==> config.mk <==
export PLATFORM = sky130hd
export DESIGN_NAME = mem_arbiter
export DESIGN_NICKNAME = d
export VERILOG_FILES = /design/src/rtl/mem_arbiter.sv
export SDC_FILE = /design/constraint.sdc
export NUM_CORES = 1
export LEC_CHECK = 0
export ABC_AREA = 0
export CAP_MARGIN = 20
export CORE_MARGIN = 2
export CORE_UTILIZATION = 31
export DETAILED_ROUTE_END_ITERATION = 16
export PLACE_DENSITY = 0.84
export SLEW_MARGIN = 0
export SYNTH_ARGS = -nofsm -noshare
export SYNTH_HDL_FRONTEND = slang
export SYNTH_SLANG_ARGS = --single-unit
==> constraint.sdc <==
create_clock -name clk -period 1.17 [get_ports clk]
set_input_delay 0.117 -clock clk [delete_from_list [all_inputs] [get_ports clk]]
set_output_delay 0.117 -clock clk [all_outputs]
set_load 0.02 [all_outputs]
Fig. 1: run 1, cell sizes after repair
Scale: 3 px per um.
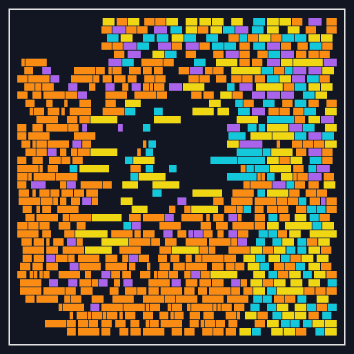
orange -> _0 and _1 cells  # cells 402, share 59%, most used clkdlybuf4s50_1
cyan -> _3 and _4 cells  # cells 100, share 15%, most used and2_4
purple -> _2 cells  # cells 69, share 10%
yellow -> _6 and larger  # cells 108, share 16%, most used buf_6
Plain + repair buffers: 318
setup ws final: -0.598 ns

Fig. 2: run 1, cell outlines without signal wires
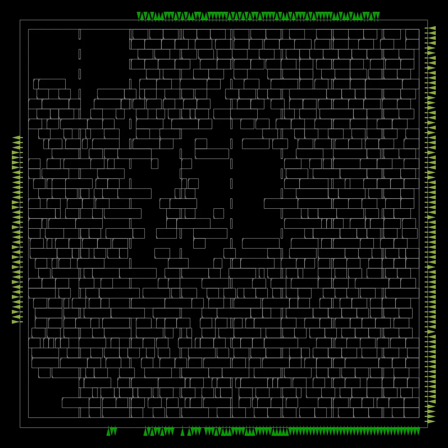
registers: 68
# Taps: 143
sequential cell area share: 17.5%

Fig. 3: run 1, placed cells, one color a class
Scale: 4 px per um.
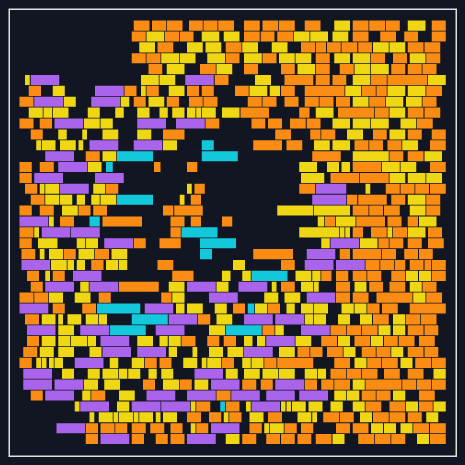
cyan -> clock drivers and dummy loads  # cells 16
yellow -> combinational and other logic  # cells 277
orange -> other buffers and delay cells  # cells 318
purple -> flops  # cells 68
Rows: 39
Final Instance Area: 7820 sq um

==> CHANGELOG.md, run 1 <==
### Implementation results

- Initial Utilization: 31.6%
- H-Tree Depth: 3
- Post-DP Area: just under 7000 sq um
- Failing checks: setup timing
- Crit-path cells: inv_4 > ha_4 > or2_4 > buf_16 > nor2_4 > buf_6
- Static leakage: about 0.0032 uW
- Top cell excl fill/tap: clkdlybuf4s50_1
- Starting DRC count in detailed routing: roughly 140
- CTS Buffer Depth: 2
- Initial antenna violation count: 0
- DP HPWL: ~11 mm
- Via/cell ratio: about 4.9
- Critical path's slowest cell: dfxtp_2
- Layout Area Growth over Synthesis: 119%
- Post-Place Setup Slack: -0.726 ns
- Die W: ~110 um
- Data arrival time of the critical path: around 1.7 ns
- Setup ws final: -0.598 ns
- Crit Path Class: reg2out
- Die y size: roughly 110 um
- Worst Hold Class: in2reg
- Count of hold-fix buffers inserted at cts: 0
- Final Max-Slew Violation Tally: 0
- Dominant combinational family: simple AND/OR/NAND/NOR gates
- Crit share post-route: 151%
- Antenna Nets Post-Route: 0
- Ys cells: approximately 380
- CTS tree: built
- Area leader, netlist: dfxtp_1
- Largest net degree at the start of global routing: just under 70
- Worst Hold Depth: 3
- Yosys synthesis chip area: about 3600 sq um
- RSZ-0062 raised after global routing: yes
- # IOs: between 200 and 300
- Pwr Density: between 800 and 900 nW/um^2
- Sum of negative setup slack: -48.52 ns
- Flip-flops with a built-in enable: 0
- VDD IR-drop max: between 0.7 and 0.8 mV
- GRT Util Overall: between 20% and 30%
- Yosys aoi share: approximately 13%
- CTS buffer count: 9
- Worst-Skew Late Latency: roughly 0.32 ns
- Crit-path max cell delay: around 0.35 ns
- GRT overflow: 0
- Die Size: 12400 sq um
- Total Power: around 7000 uW
- Final setup viols: roughly 130
- Top cells excl fill/tap: clkdlybuf4s50_1 (134), buf_6 (74), dfxtp_1 (66), dlygate4sd2_1 (58), and2_4 (34)
- Minimum clock period: 1.77 ns
- Core area: roughly 11000 sq um
- YS warnings: 0
- MaxCap Viol Count: 0
- Via count: ~4.0k
- CTS Sinks: 68
- Adder share: between 1 and 1.5%
- Mux frac, synth: approximately 9.0%
- Fin Clk Skew: around 0.0034 ns
- Main flop type: dfxtp_1
- Xor+xnor area frac: 0%
- Vias in the first global route: 4118
- Share of cells above drive strength 1: about two fifths
- Diode count: 0
- Routed met1 length: 6.05 mm
- Crit path capture type: output pin
- Count of tool warnings: 31
- Fin cells: 822
- PortBufs: between 200 and 300
- WL per Instance: 19.1 um
- Placed Cells incl. Taps: slightly below 800
- CP bufs+invs: 3
- Worst-path maximum fanout: 9
- Final wirelength: roughly 16 mm
- Final Hold Viols: 0
- Grt peak-use layer: met2
- Syn_nets: 523
- Synthesis-stage register bit count: roughly 70
- Post-synth top area share: 38.1%
- First-pass GRT wire length: roughly 23 mm
- Most common cell in the netlist: dfxtp_1
- Fmax: ~570 MHz
- Reg2Reg Depth: 7
- Grt met2 use: a little over two fifths
- Async SR Flop Fraction: 0%
- Slew @ Worst Pin: roughly 0.54 ns
- Outcome: finished with violations
- Slew Limit Headroom: around 64%
- Finished Core Util: a little under 70%
- Synth top area cells: dfxtp_1 (38%), nand4bb_1 (10%), mux2i_1 (9.0%)
- WL met3: 853 um
- Yosys simple share: around 30%
- Residual DRC: 0
- Commonest cells in the netlist: dfxtp_1 (68), nor2_1 (64), and2_1 (34)
- Final nets: a little over 800
- Drt first pass iters: 4
- Hold slack: approximately 0.33 ns
- Met3 Use GR: 5.39%
- Met1 Track Usage GR: 26.5%
- DR WL met2: 8.37 mm
- Worst Setup Start Kind: flop
- Mapped cell area: 3570 sq um
- Reg2reg setup slack: -0.42 ns
- Seq/Total Area, Yosys: 38.1%
- DR top layer: met4
- RD Place Congestion: approximately 0.93
- Root buf cell: clkbuf_16
- Syn avg cell area: roughly 9.3 sq um
-- run 1: area by class of cell --
| type | count | area, sq um |
|---|---|---|
| Sequential cell | 68 | 1370 |
| Fill cell | 834 | 3500 |
| Inverter | 5 | 21.3 |
| Multi-Input combinational cell | 272 | 2530 |
| Clock inverter | 6 | 65.1 |
| Timing Repair Buffer | 318 | 3430 |
| Tap cell | 143 | 179 |
| Clock buffer | 10 | 229 |
-- run 1: report_power, final --
group / leakage, uW / total, uW / switching (uW) / internal, uW
clock network: 0.000142 / 2660 / 1010 / 1650
registers: 0.000553 / 2440 / 43.3 / 2400
logic: 0.00247 / 1880 / 832 / 1050
-- run 1: timing repair --
item / 4_1_cts / 5_1_grt
endpoints found under the setup margin: 201 / 140
setup buffers: 9 / 6
resized: 488 / 71
cloned: 6 / 6
pin swaps: 26 / 15
==> run 1 -> run 2 <==
--- a/config.mk
+++ b/config.mk
@@ -8,9 +8,9 @@
 export ABC_AREA = 0
 export CAP_MARGIN = 20
 export CORE_MARGIN = 2
-export CORE_UTILIZATION = 31
+export CORE_UTILIZATION = 34
 export DETAILED_ROUTE_END_ITERATION = 16
-export PLACE_DENSITY = 0.84
+export PLACE_DENSITY = 0.87
 export SLEW_MARGIN = 0
 export SYNTH_ARGS = -nofsm -noshare
 export SYNTH_HDL_FRONTEND = slang
==> constraint.sdc (replaced) <==
create_clock -name clk -period 2 [get_ports clk]
set_input_delay 0.2 -clock clk [delete_from_list [all_inputs] [get_ports clk]]
set_output_delay 0.2 -clock clk [all_outputs]
set_load 0.02 [all_outputs]
Fig. 4: run 2, M3 wires
Scale: 2 px per um. Cells faint in the background.
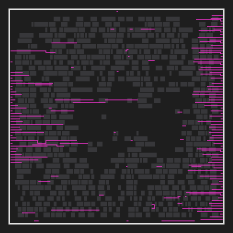
wire length on this layer = 1100 um
longest straight run = 26.0 um
final wirelength: 13.4 mm
met3 Use GR: 7.30%
via count: 3787

==> CHANGELOG.md, run 2 <==
### Implementation results

- Crit share post-route: between 90 and 100%
- CP bufs+invs: 3 (unchanged)
- Mux frac, synth: 8.97% (unchanged)
- Most common cell in the netlist: dfxtp_1 (unchanged)
- Post-DP Area: 6350 sq um (was 6940 sq um)
- YS warnings: 0 (unchanged)
- Main flop type: dfxtp_1 (unchanged)
- Final setup viols: 0 (was 134)
- Outcome: complete, no violations (was finished with violations)
- Sum of negative setup slack: 0 ns (was -48.52 ns)
- Async SR Flop Fraction: 0% (unchanged)
- Fin Clk Skew: 0.00949 ns (was 0.00337 ns)
- Syn avg cell area: 9.30 sq um (unchanged)
- Syn_nets: 523 (unchanged)
- Crit-path max cell delay: 0.33 ns (was 0.35 ns)
- Met1 Track Usage GR: 23.9% (was 26.5%)
- Critical path's slowest cell: dfxtp_1 (was dfxtp_2)
- Final Hold Viols: 0 (unchanged)
- CTS buffer count: 9 (unchanged)
- Count of hold-fix buffers inserted at cts: 0 (unchanged)
- # IOs: 271 (unchanged)
- Setup ws final: 0.0609 ns (was -0.598 ns)
- Worst-path maximum fanout: 17 (was 9)
- Top cell excl fill/tap: clkdlybuf4s50_1 (unchanged)
- RD Place Congestion: 0.790 (was 0.934)
- Grt peak-use layer: met2 (unchanged)
- Dominant combinational family: simple AND/OR/NAND/NOR gates (unchanged)
- Core area: 10300 sq um (was 11300 sq um)
- GRT overflow: 0 (unchanged)
- DP HPWL: 9.97 mm (was 10.8 mm)
- Layout Area Growth over Synthesis: 77.0% (was 119%)
- Ys cells: 384 (unchanged)
- Vias in the first global route: 3847 (was 4118)
- Hold slack: 0.253 ns (was 0.333 ns)
- Synthesis-stage register bit count: 68 (unchanged)
- GRT Util Overall: 22.4% (was 23.3%)
- Routed met1 length: 5.07 mm (was 6.05 mm)
- Seq/Total Area, Yosys: 38.1% (unchanged)
- Placed Cells incl. Taps: 771 (was 786)
- WL met3: 1.10 mm (was 853 um)
- Yosys simple share: 30.0% (unchanged)
- Count of tool warnings: 28 (was 31)
- Flip-flops with a built-in enable: 0 (unchanged)
- Final Max-Slew Violation Tally: 0 (unchanged)
- Fin cells: 788 (was 822)
- Post-CTS Setup Inserts: 0 (was 9)
- Slew @ Worst Pin: 0.751 ns (was 0.543 ns)
- Grt met2 use: 40.1% (was 43.7%)
- Initial antenna violation count: 1 (was 0)
- PortBufs: 270 (unchanged)
- Static leakage: 0.00242 uW (was 0.00317 uW)
- Die W: 107 um (was 111 um)
- Worst-Skew Late Latency: 0.34 ns (was 0.32 ns)
- Antenna Nets Post-Route: 0 (unchanged)
- Post-Place Setup Slack: -0.0161 ns (was -0.726 ns)
- Final Instance Area: 6320 sq um (was 7820 sq um)
- Worst Hold Depth: 3 (unchanged)
- Commonest cells in the netlist: dfxtp_1 (68), nor2_1 (64), and2_1 (34) (unchanged)
- Worst Hold Class: in2reg (unchanged)
- Minimum clock period: 1.94 ns
- Synth top area cells: dfxtp_1 (38%), nand4bb_1 (10%), mux2i_1 (9.0%) (unchanged)
- VDD IR-drop max: 0.476 mV (was 0.798 mV)
- CTS Buffer Depth: 2 (unchanged)
- Top cells excl fill/tap: clkdlybuf4s50_1 (201), dfxtp_1 (68), nor2_1 (61), and2_1 (34) (was clkdlybuf4s50_1 (134), buf_6 (74), dfxtp_1 (66), dlygate4sd2_1 (58), and2_4 (34))
- First-pass GRT wire length: 20.0 mm (was 23.2 mm)
- Rows: 37 (was 39)
- Die Size: 11300 sq um (was 12400 sq um)
- Initial Utilization: 34.8% (was 31.6%)
- DR top layer: met5 (was met4)
- WL per Instance: 17.0 um (was 19.1 um)
- Largest net degree at the start of global routing: 97 (was 69)
- H-Tree Depth: 3 (unchanged)
- Total Power: 3400 uW (was 6990 uW)
- CTS tree: built (unchanged)
- Residual DRC: 0 (unchanged)
- Drt first pass iters: 4 (unchanged)
- Area leader, netlist: dfxtp_1 (unchanged)
- Data arrival time of the critical path: 1.74 ns (was 1.65 ns)
- Reg2reg setup slack: 0.34 ns (was -0.42 ns)
- Die y size: 107 um (was 111 um)
- Yosys aoi share: 13.0% (unchanged)
- Mapped cell area: 3570 sq um (unchanged)
==> run 2: cell counts after synthesis <==
Identical to the previous run, type by type.
==> run 2: area by class of cell <==
class | instances | area (sq um)
Fill cell | 909 | 3950
Timing Repair Buffer | 291 | 2640
Multi-Input combinational cell | 272 | 1940
Sequential cell | 68 | 1360
Tap cell | 136 | 170
Clock buffer | 10 | 128
Clock inverter | 6 | 63.8
Inverter | 5 | 18.8
==> run 2: what timing repair did <==
| item | in CTS | in global routing |
|---|---|---|
| gates cloned | 0 | 1 |
| gates resized | 175 | 80 |
| setup endpoints to repair | 68 | 57 |
==> run 2: power by group <==
group | switching [uW] | internal (uW) | total, uW
clock | 547 | 577 | 1120
sequential | 25.3 | 1400 | 1430
combinational | 366 | 485 | 851
total | 938 | 2460 | 3400
Power figures rest on the tool's default switching activity, not on a simulated workload.
